File: config.mk
export PLATFORM = sky130hd
export DESIGN_NAME = load_updown_counter
export DESIGN_NICKNAME = d
export VERILOG_FILES = /design/src/rtl/load_updown_counter_pkg.sv /design/src/rtl/load_updown_counter_sticky_flag.sv /design/src/rtl/load_updown_counter.sv
export SDC_FILE = /design/constraint.sdc
export NUM_CORES = 1
export LEC_CHECK = 0
export CORE_AREA = 5 5 42 44
export CTS_CLUSTER_DIAMETER = 120
export CTS_CLUSTER_SIZE = 28
export DETAILED_ROUTE_END_ITERATION = 6
export DIE_AREA = 0 0 47 49
export GPL_TIMING_DRIVEN = 1
export SYNTH_ARGS = -nofsm -noshare
export SYNTH_HDL_FRONTEND = slang
export SYNTH_SLANG_ARGS = --single-unit
File: constraint.sdc
create_clock -name clk -period 4.5 [get_ports clk]
set_input_delay 0.9 -clock clk [delete_from_list [all_inputs] [get_ports clk]]
set_output_delay 0.9 -clock clk [all_outputs]
set_load 0.03 [all_outputs]
File: src/rtl/load_updown_counter_pkg.sv
// Shared constants for the load/up-down counter: direction encoding on
// up_down_bar and the range-end behaviour selected by SATURATE.
package load_updown_counter_pkg;

    localparam logic DIR_UP   = 1'b1;
    localparam logic DIR_DOWN = 1'b0;

    localparam int MODE_WRAP = 32'sd0;
    localparam int MODE_SAT  = 32'sd1;

endpackage : load_updown_counter_pkg

File: src/rtl/load_updown_counter_sticky_flag.sv
// Sticky event flag: set on an event, held until cleared; a set on the same
// edge as a clear wins so an event is never lost.
module sticky_flag (
    input  logic clk,
    input  logic rst,
    input  logic set,
    input  logic clr,
    output logic q
);

    logic q_r;

    // Flag register with set-over-clear priority.
    always_ff @(posedge clk or posedge rst) begin
        if (rst) begin
            q_r <= 1'b0;
        end else if (set) begin
            q_r <= 1'b1;
        end else if (clr) begin
            q_r <= 1'b0;
        end else begin
            q_r <= q_r;
        end
    end

    assign q = q_r;

endmodule : sticky_flag

File: src/rtl/load_updown_counter.sv
// Modulo-MOD up/down counter with clamped parallel load, wrap or saturate at
// the range ends, a combinational terminal-count output and sticky ovf/unf.
module load_updown_counter
    import load_updown_counter_pkg::*;
#(
    parameter int WIDTH    = 4,
    parameter int MOD      = 16,
    parameter int SATURATE = MODE_WRAP
) (
    input  logic             clk,
    input  logic             rst,
    input  logic             en,
    input  logic             load,
    input  logic [WIDTH-1:0] load_val,
    input  logic             up_down_bar,
    input  logic             clr_flags,
    output logic [WIDTH-1:0] count,
    output logic             tc,
    output logic             ovf,
    output logic             unf
);

    generate
        if ((MOD < 2) || (MOD > (2 ** WIDTH))) begin : g_bad_mod
            $error("load_updown_counter: MOD must satisfy 2 <= MOD <= 2**WIDTH");
        end
        if ((SATURATE != MODE_WRAP) && (SATURATE != MODE_SAT)) begin : g_bad_mode
            $error("load_updown_counter: SATURATE must be MODE_WRAP or MODE_SAT");
        end
    endgenerate

    localparam logic [WIDTH-1:0] MAX_C  = WIDTH'(MOD - 1);
    localparam logic [WIDTH-1:0] ZERO_C = {WIDTH{1'b0}};
    localparam logic [WIDTH-1:0] ONE_C  = WIDTH'(1'b1);

    logic [WIDTH-1:0] count_r;
    logic [WIDTH-1:0] next_count_s;
    logic             at_max_s;
    logic             at_zero_s;
    logic             ovf_set_s;
    logic             unf_set_s;
    logic             tc_s;

    assign at_max_s  = (count_r == MAX_C);
    assign at_zero_s = (count_r == ZERO_C);

    // Next count: load beats counting; range ends wrap or hold and raise an event.
    always_comb begin
        next_count_s = count_r;
        ovf_set_s    = 1'b0;
        unf_set_s    = 1'b0;
        if (load) begin
            if (load_val > MAX_C) begin
                next_count_s = MAX_C;
            end else begin
                next_count_s = load_val;
            end
        end else if (en) begin
            if (up_down_bar == DIR_UP) begin
                if (at_max_s) begin
                    ovf_set_s    = 1'b1;
                    next_count_s = (SATURATE == MODE_SAT) ? MAX_C : ZERO_C;
                end else begin
                    next_count_s = count_r + ONE_C;
                end
            end else begin
                if (at_zero_s) begin
                    unf_set_s    = 1'b1;
                    next_count_s = (SATURATE == MODE_SAT) ? ZERO_C : MAX_C;
                end else begin
                    next_count_s = count_r - ONE_C;
                end
            end
        end else begin
            next_count_s = count_r;
        end
    end

    // Terminal count flags the edge on which an end-of-range event will occur.
    always_comb begin
        tc_s = 1'b0;
        if (en && !load) begin
            if (up_down_bar == DIR_UP) begin
                tc_s = at_max_s;
            end else begin
                tc_s = at_zero_s;
            end
        end else begin
            tc_s = 1'b0;
        end
    end

    // Count register; reset clears it without waiting for a clock edge.
    always_ff @(posedge clk or posedge rst) begin
        if (rst) begin
            count_r <= ZERO_C;
        end else begin
            count_r <= next_count_s;
        end
    end

    sticky_flag u_ovf_flag (
        .clk (clk),
        .rst (rst),
        .set (ovf_set_s),
        .clr (clr_flags),
        .q   (ovf)
    );

    sticky_flag u_unf_flag (
        .clk (clk),
        .rst (rst),
        .set (unf_set_s),
        .clr (clr_flags),
        .q   (unf)
    );

    assign count = count_r;
    assign tc    = tc_s;

endmodule : load_updown_counter

==> results.sh, run 1 <==
# flow metrics
export IMPL_post_cts_resized=0
export IMPL_initCoreUtil_pct=29.6
export IMPL_clockBufferDepth=2
export IMPL_ys_cells=47
export IMPL_fin_crit_ns=3.45
export IMPL_tns_ns=0
export IMPL_syn_inst=47
export IMPL_r2r_slack_ns=2.92
export IMPL_port_buffers=16
export IMPL_syn_nets=59
export IMPL_max_slew_margin_rel_pct=79.3
export IMPL_grtUsageMet1_pct=12.2
export IMPL_p_leak_nw=0.265
export IMPL_met1_length_um=434
export IMPL_synthMuxAreaShare_pct=11.2
export IMPL_num_io_pins=17
export IMPL_power_density_nw_per_um2=308
export IMPL_dr_wl_met2_um=409
export IMPL_yosysChipArea_um2=414
export IMPL_die_area_um2=2300
export IMPL_max_slew_worst_pin_slew_ns=0.310
export IMPL_post_cts_buffers=0
export IMPL_endpoint_kind="output pin"
export IMPL_postPlaceCellArea_um2=591
export IMPL_hold_buffers=0
export IMPL_timing_final_ws_setup_ns=1.05
export IMPL_yosys_stat_seqShare_pct=36.3
export IMPL_arrival_ns=2.55
export IMPL_hpwlAfterDp_um=739
export IMPL_pre_cts_ws_ns=1.04
export IMPL_rsz0062_at_grt="false"
export IMPL_finalClockSkew_ns=0.00502
export IMPL_r2r_start="count[0]"
export IMPL_start_kind="input pin"
export IMPL_layout_top_cell="clkdlybuf4s50_1"
export IMPL_grt_pass1_wl_mm=1.53
export IMPL_cts_root_buf="clkbuf_4"
export IMPL_startpoint="up_down_bar"
export IMPL_fin_crit_sh_pct=76.6
export IMPL_ys_warn_count=0
export IMPL_finalHoldViolCount=0
export IMPL_antennaDiodeCount=0
export IMPL_tool_warnings=27
export IMPL_hp_class="reg2reg"
export IMPL_lay_top_cells="clkdlybuf4s50_1, inv_1, dfrtp_1, a21oi_1"
export IMPL_reg2reg_depth=6
export IMPL_die_size_x_um=47
export IMPL_globalplace_congestion=0.815
export IMPL_status="finished, final reports clean"
export IMPL_grt_start_max_net_pins=9
export IMPL_cts_made_buffers=3
export IMPL_crit_fanout=5
export IMPL_hold_depth=2
export IMPL_synth_cell_types=22
export IMPL_totalWireLength_um=916
export IMPL_numSynthFlops=6
export IMPL_die_h_um=49
export IMPL_xor_share_pct=6.34
export IMPL_peakVddDrop_mv=0.172
export IMPL_drv_slew=0
export IMPL_path_clk_slew_ns=0.04
export IMPL_cts_max_level=1
export IMPL_drc=0
export IMPL_dr_pass1_iters=4
export IMPL_setup_viol=0
export IMPL_maxCapViolations=0
export IMPL_vias_per_cell=4.73
export IMPL_drtIter0Drc=12
export IMPL_r2r_end="count[2]"
export IMPL_final_area_um2=613
export IMPL_ys_sh_simple_pct=12.4
## run 1: per-stage QoR
step | util [%] | instances | power (mW) | hold slack (ns)
after floorplan | - | 47 | 0.114 | 0.658
after global placement | 42.1 | 78 | 0.142 | 0.534
after detailed placement | 42.1 | 78 | 0.142 | 0.527
after CTS | 43.8 | 81 | 0.193 | 0.536
after global routing | 43.8 | 81 | 0.204 | 0.579
final | 43.8 | 81 | 0.189 | 0.531
## run 1: Yosys cell counts, drive strengths merged
master  n  share of area, %
a21oi   4               4.8
a311oi  1               2.1
clkbuf  1              0.91
dfrtp   6                36
ha      2               6.0
inv     9               8.2
mux2    2               6.3
mux2i   2               4.8
nand2   3               3.3
nand2b  1               1.5
nand3   2               2.4
nand4   1               1.5
nor2    1              0.91
nor2b   1               1.5
nor3    1               1.2
o21ai   3               3.6
o21bai  1               1.8
o31a    1               2.1
o32ai   2               4.2
xnor2   3               6.3
## run 1: power breakdown
part | internal [mW] | switching (mW) | leakage [nW]
Combinational | 0.0360 | 0.0347 | 0.176
Clock | 0.0300 | 0.0176 | 0.0138
Sequential | 0.0599 | 0.0104 | 0.0747
Total | 0.126 | 0.0628 | 0.265
## run 1: area by class of cell
class / instances / area (µm²)
fill: 149 / 788
multi-input combinational: 31 / 226
timing repair buffer: 16 / 160
sequential: 6 / 150
inverter: 9 / 33.8
clock buffer: 3 / 22.5
tap: 16 / 20.0
## run 1: flip-flops by register name (all words and copies together), names as in the netlist
| signal | cells |
|---|---|
| count | 4 |
| u_ovf_flag.q | 1 |
| u_unf_flag.q | 1 |
## run 1: worst max-delay path: stages
cell	delay, ns
clkdlybuf4s50_1	0.58
inv_1	0.12
mux2i_1	0.14
nor2b_1	0.13
clkdlybuf4s50_1	0.67
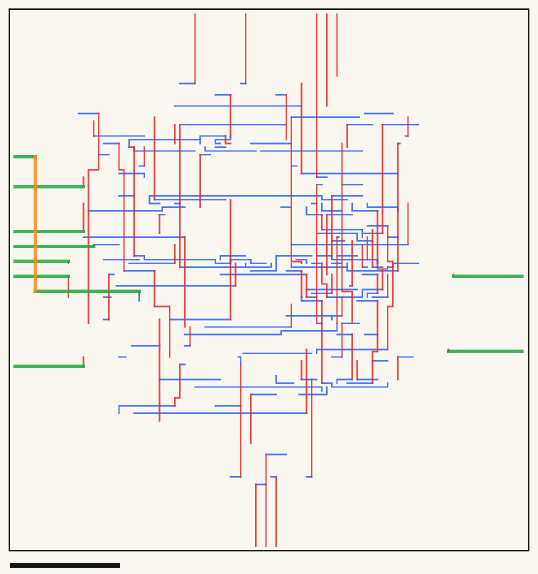
(run_1/metal_stack.png)
The bar under the picture is 10 µm long.
- blue: met1 (wire length 434 µm)
- orange: met4 (wire length 12.2 µm)
- green: met3 (wire length 59.6 µm)
- red: met2 (wire length 410 µm)
via count: 383
all-layer global routing usage: 9.34%
drt wl/cell: 11.3 µm

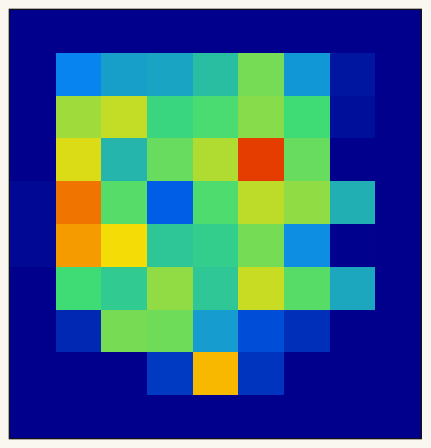
(run_1/density.png)
The die is cut into 9 by 10 equal tiles; dark blue is low, red is high, 0 to 100% covered.
- densest ninth of the die: middle
- emptiest ninth of the die: bottom right
- nearly empty tiles: 46%
- mean over tiles: 26%

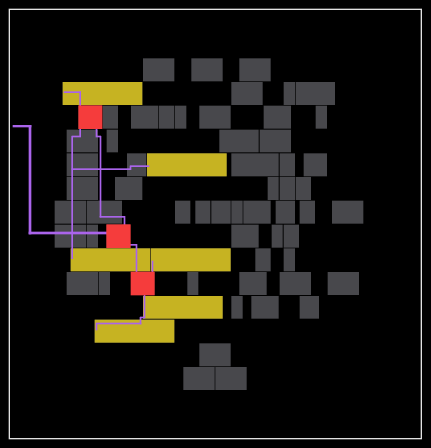
(run_1/clock_map.png)
- red: cells driving clock nets (count 3)
- purple: clock wires (length 94.1 µm)
- yellow: flip-flops (count 6)
- routed clock nets: 4

==> run_1/gate_families.png <==
The bar under the picture is 10 µm long.
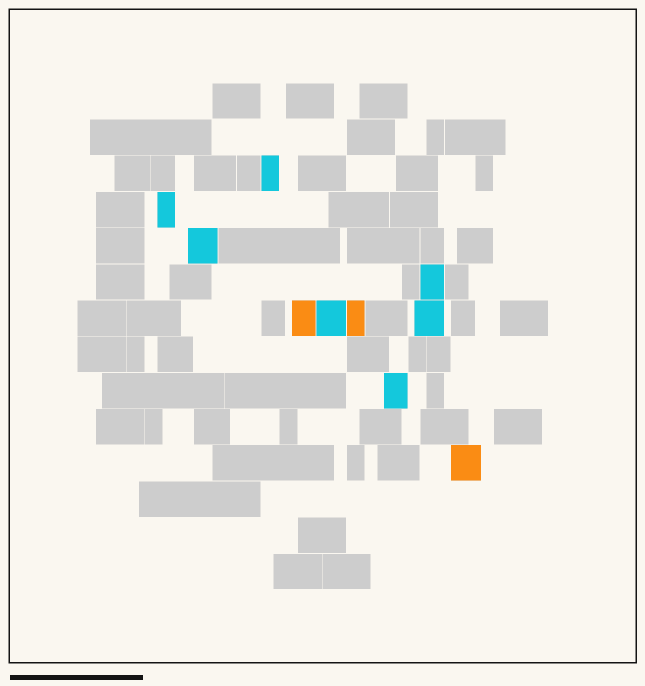

==> run 2, diff against run 1 <==
==> constraint.sdc (replaced) <==
create_clock -name clk -period 3.4 [get_ports clk]
set_input_delay 0.68 -clock clk [delete_from_list [all_inputs] [get_ports clk]]
set_output_delay 0.68 -clock clk [all_outputs]
set_load 0.03 [all_outputs]
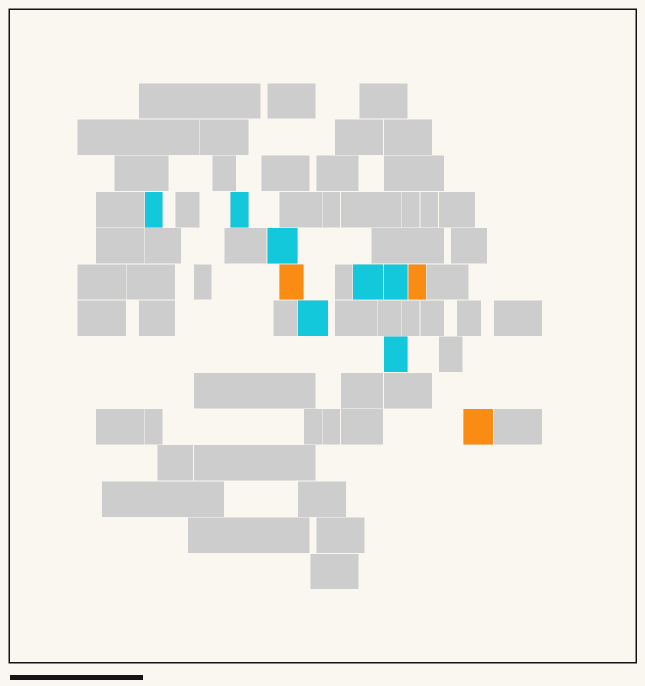
(run_2/gate_families.png)
The bar under the picture is 10 µm long.
- cyan: NAND gates (cells 7; where middle)
- orange: NOR gates (cells 3)

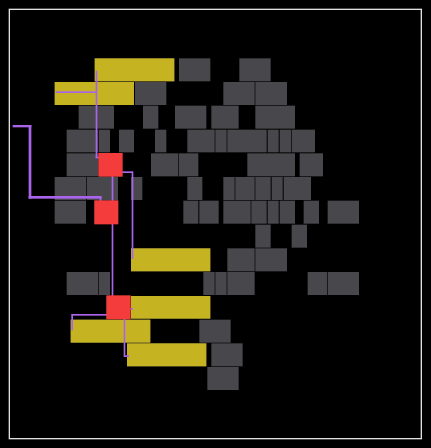
(run_2/clock_map.png)
- purple: clock wires (length 77.5 µm)
- red: cells driving clock nets (count 3)
- yellow: flip-flops (count 6)
- routed clock nets: 4

==> run 2 against run 1 <==
Net effect:
- first-iteration DRC count shrank 33%
- flip-flop count unchanged
- clock power up about 30%
- total power up 33%
- critical path type unchanged
==> results.sh, run 2 <==
# flow metrics
export IMPL_crit_fanout=8
export IMPL_port_buffers=16
export IMPL_grt_pass1_wl_mm=1.67
export IMPL_synthMuxAreaShare_pct=11.2
export IMPL_die_area_um2=2300
export IMPL_r2r_start="count[0]"
export IMPL_numSynthFlops=6
export IMPL_num_io_pins=17
export IMPL_p_leak_nw=0.270
export IMPL_timing_final_ws_setup_ns=0.483
export IMPL_hold_buffers=0
export IMPL_power_frac_clock_pct=24.7
export IMPL_maxCapViolations=0
export IMPL_setup_viol=0
export IMPL_fin_crit_sh_pct=85.8
export IMPL_finalClockSkew_ns=0.00448
export IMPL_cts_made_buffers=3
export IMPL_drtIter0Drc=8
export IMPL_power_density_nw_per_um2=405
export IMPL_power_net_switching_mw=0.0837
export IMPL_syn_nets=59
export IMPL_largest_register_ffs=4
export IMPL_initCoreUtil_pct=29.6
export IMPL_dr_wl_met2_um=481
export IMPL_synthTopCellsByCount="inv_1, dfrtp_1, a21oi_1"
export IMPL_rsz0062_at_grt="false"
export IMPL_intPower_mw=0.167
export IMPL_ys_sh_simple_pct=12.4
export IMPL_async_flop_share_pct=100
export IMPL_lay_top_cells="clkdlybuf4s50_1, inv_1, dfrtp_1, a21oi_1"
export IMPL_synth_cell_types=22
export IMPL_status="finished, final reports clean"
export IMPL_arrival_ns=2.24
export IMPL_tns_ns=0
export IMPL_final_cells=82
export IMPL_finalHoldViolCount=0
export IMPL_drv_slew=0
export IMPL_fin_crit_ns=2.92
export IMPL_max_slew_margin_rel_pct=79.2
export IMPL_synth_edff_count=0
export IMPL_combPwrFrac_pct=37.9
export IMPL_pwr_share_seq_pct=37.4
export IMPL_start_kind="input pin"
export IMPL_p_sw_share_pct=33.4
export IMPL_fill_cells=148
export IMPL_post_cts_resized=0
export IMPL_peakVddDrop_mv=0.213
export IMPL_hp_class="reg2reg"
export IMPL_critPathMaxStageDelay_ns=0.67
export IMPL_endpoint_kind="output pin"
export IMPL_synth_main_ff_cell="dfrtp_1"
export IMPL_worstPathRequired_ns=2.72
export IMPL_critPathSlowestCell="clkdlybuf4s50_1"
export IMPL_clockBufferDepth=2
export IMPL_pre_cts_ws_ns=0.472
export IMPL_whs_ns=0.529
export IMPL_top_cell_area_share_pct=36.3
export IMPL_yosysChipArea_um2=414
export IMPL_grtUsageMet1_pct=11.6
export IMPL_layout_top_cell="clkdlybuf4s50_1"
export IMPL_cp_cell_sequence="clkdlybuf4s50_1, nand2b_1, nor2b_1, clkdlybuf4s50_1"
export IMPL_vias_per_cell=4.59
export IMPL_cp_common_cell="clkdlybuf4s50_1"
export IMPL_xor_share_pct=6.34
export IMPL_top_cell="inv_1"
export IMPL_antennaDiodeCount=0
export IMPL_drc=0
export IMPL_top_cells_by_area="dfrtp_1, inv_1, xnor2_1, ha_1, a21oi_1"
export IMPL_tritoncts="built"
export IMPL_grt_start_max_net_pins=9
export IMPL_globalplace_congestion=0.795
export IMPL_max_slew_worst_pin_slew_ns=0.311
export IMPL_ys_cells=47
export IMPL_dp_cells=79
export IMPL_tool_warnings=27
export IMPL_met1_length_um=431
export IMPL_post_cts_buffers=0
export IMPL_top_area_cell="dfrtp_1"
export IMPL_die_h_um=49
export IMPL_startpoint="load"
export IMPL_crit_buf_inv=2
export IMPL_cts_root_buf="clkbuf_4"
export IMPL_path_clk_slew_ns=0.04
export IMPL_cp_top_family="buffers and inverters"
export IMPL_cts_sinks=6
export IMPL_dr_pass1_iters=5
export IMPL_die_size_x_um=47
export IMPL_ys_warn_count=0
export IMPL_syn_inst=47
export IMPL_postPlaceCellArea_um2=598
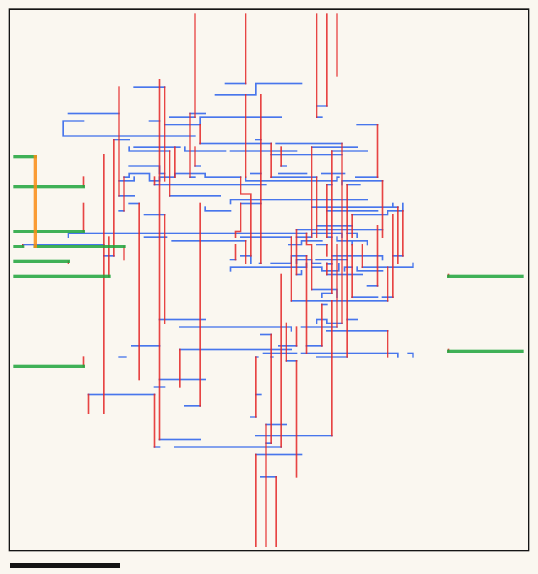
(run_2/metal_stack.png)
The bar under the picture is 10 µm long.
final WL: 976 µm
via count: 376
drt wl/cell: 11.9 µm
all-layer global routing usage: 9.97%

-- run 2: cell count changes in the layout (fill, tap and decap cells not counted), sizes merged --
cell	before	now
buf	0	1
-- run 2: path summary, 6_finish.rpt --
kind                                end  slack [ns]  depth (start not counted)
setup / recovery                     tc        0.48                          4
hold / removal             u_ovf_flag.q        0.53                          2
setup reg to reg               count[2]        1.80                          6
hold reg to reg            u_ovf_flag.q        0.53                          2
max in group asynchronous  u_ovf_flag.q        2.54                          2
min in group asynchronous  u_unf_flag.q        0.66                          2
-- run 2: cells by family (layout without fill, tap and decap cells) --
logic type / Yosys count / count (layout)
simple gates: 10 / 10
compound gates: 12 / 12
mux: 4 / 4
xor+xnor: 3 / 3
flops: 6 / 6
fa+ha+maj: 2 / 2
buf+inv: 10 / 29
-- run 2: power groups by stage --
stage / combinational, mW / sequential [mW] / clock [mW]
after floorplan: 0.0437 / 0.107 / 0
after global placement: 0.0950 / 0.0942 / 0
after detailed placement: 0.0957 / 0.0948 / 0
after CTS: 0.0965 / 0.0938 / 0.0656
after global routing: 0.105 / 0.0961 / 0.0720
final: 0.0952 / 0.0938 / 0.0620
-- run 2: final cells by class --
| class | count | area (µm²) | area share, % |
|---|---|---|---|
| Sequential cell | 6 | 150 | 24.2 |
| Clock buffer | 3 | 22.5 | 3.63 |
| Inverter | 9 | 33.8 | 5.44 |
| Timing Repair Buffer | 17 | 168 | 27.0 |
| Multi-Input combinational cell | 31 | 226 | 36.5 |
| Tap cell | 16 | 20.0 | 3.23 |
-- run 2: metrics by stage --
stage,power [mW],util [%]
6_report,0.251,44.3
5_1_grt,0.273,44.3
4_1_cts,0.256,44.3
3_5_place_dp,0.190,42.7
3_3_place_gp,0.189,42.7
2_1_floorplan,0.150,-
Power is estimated from default activity; no workload was simulated.
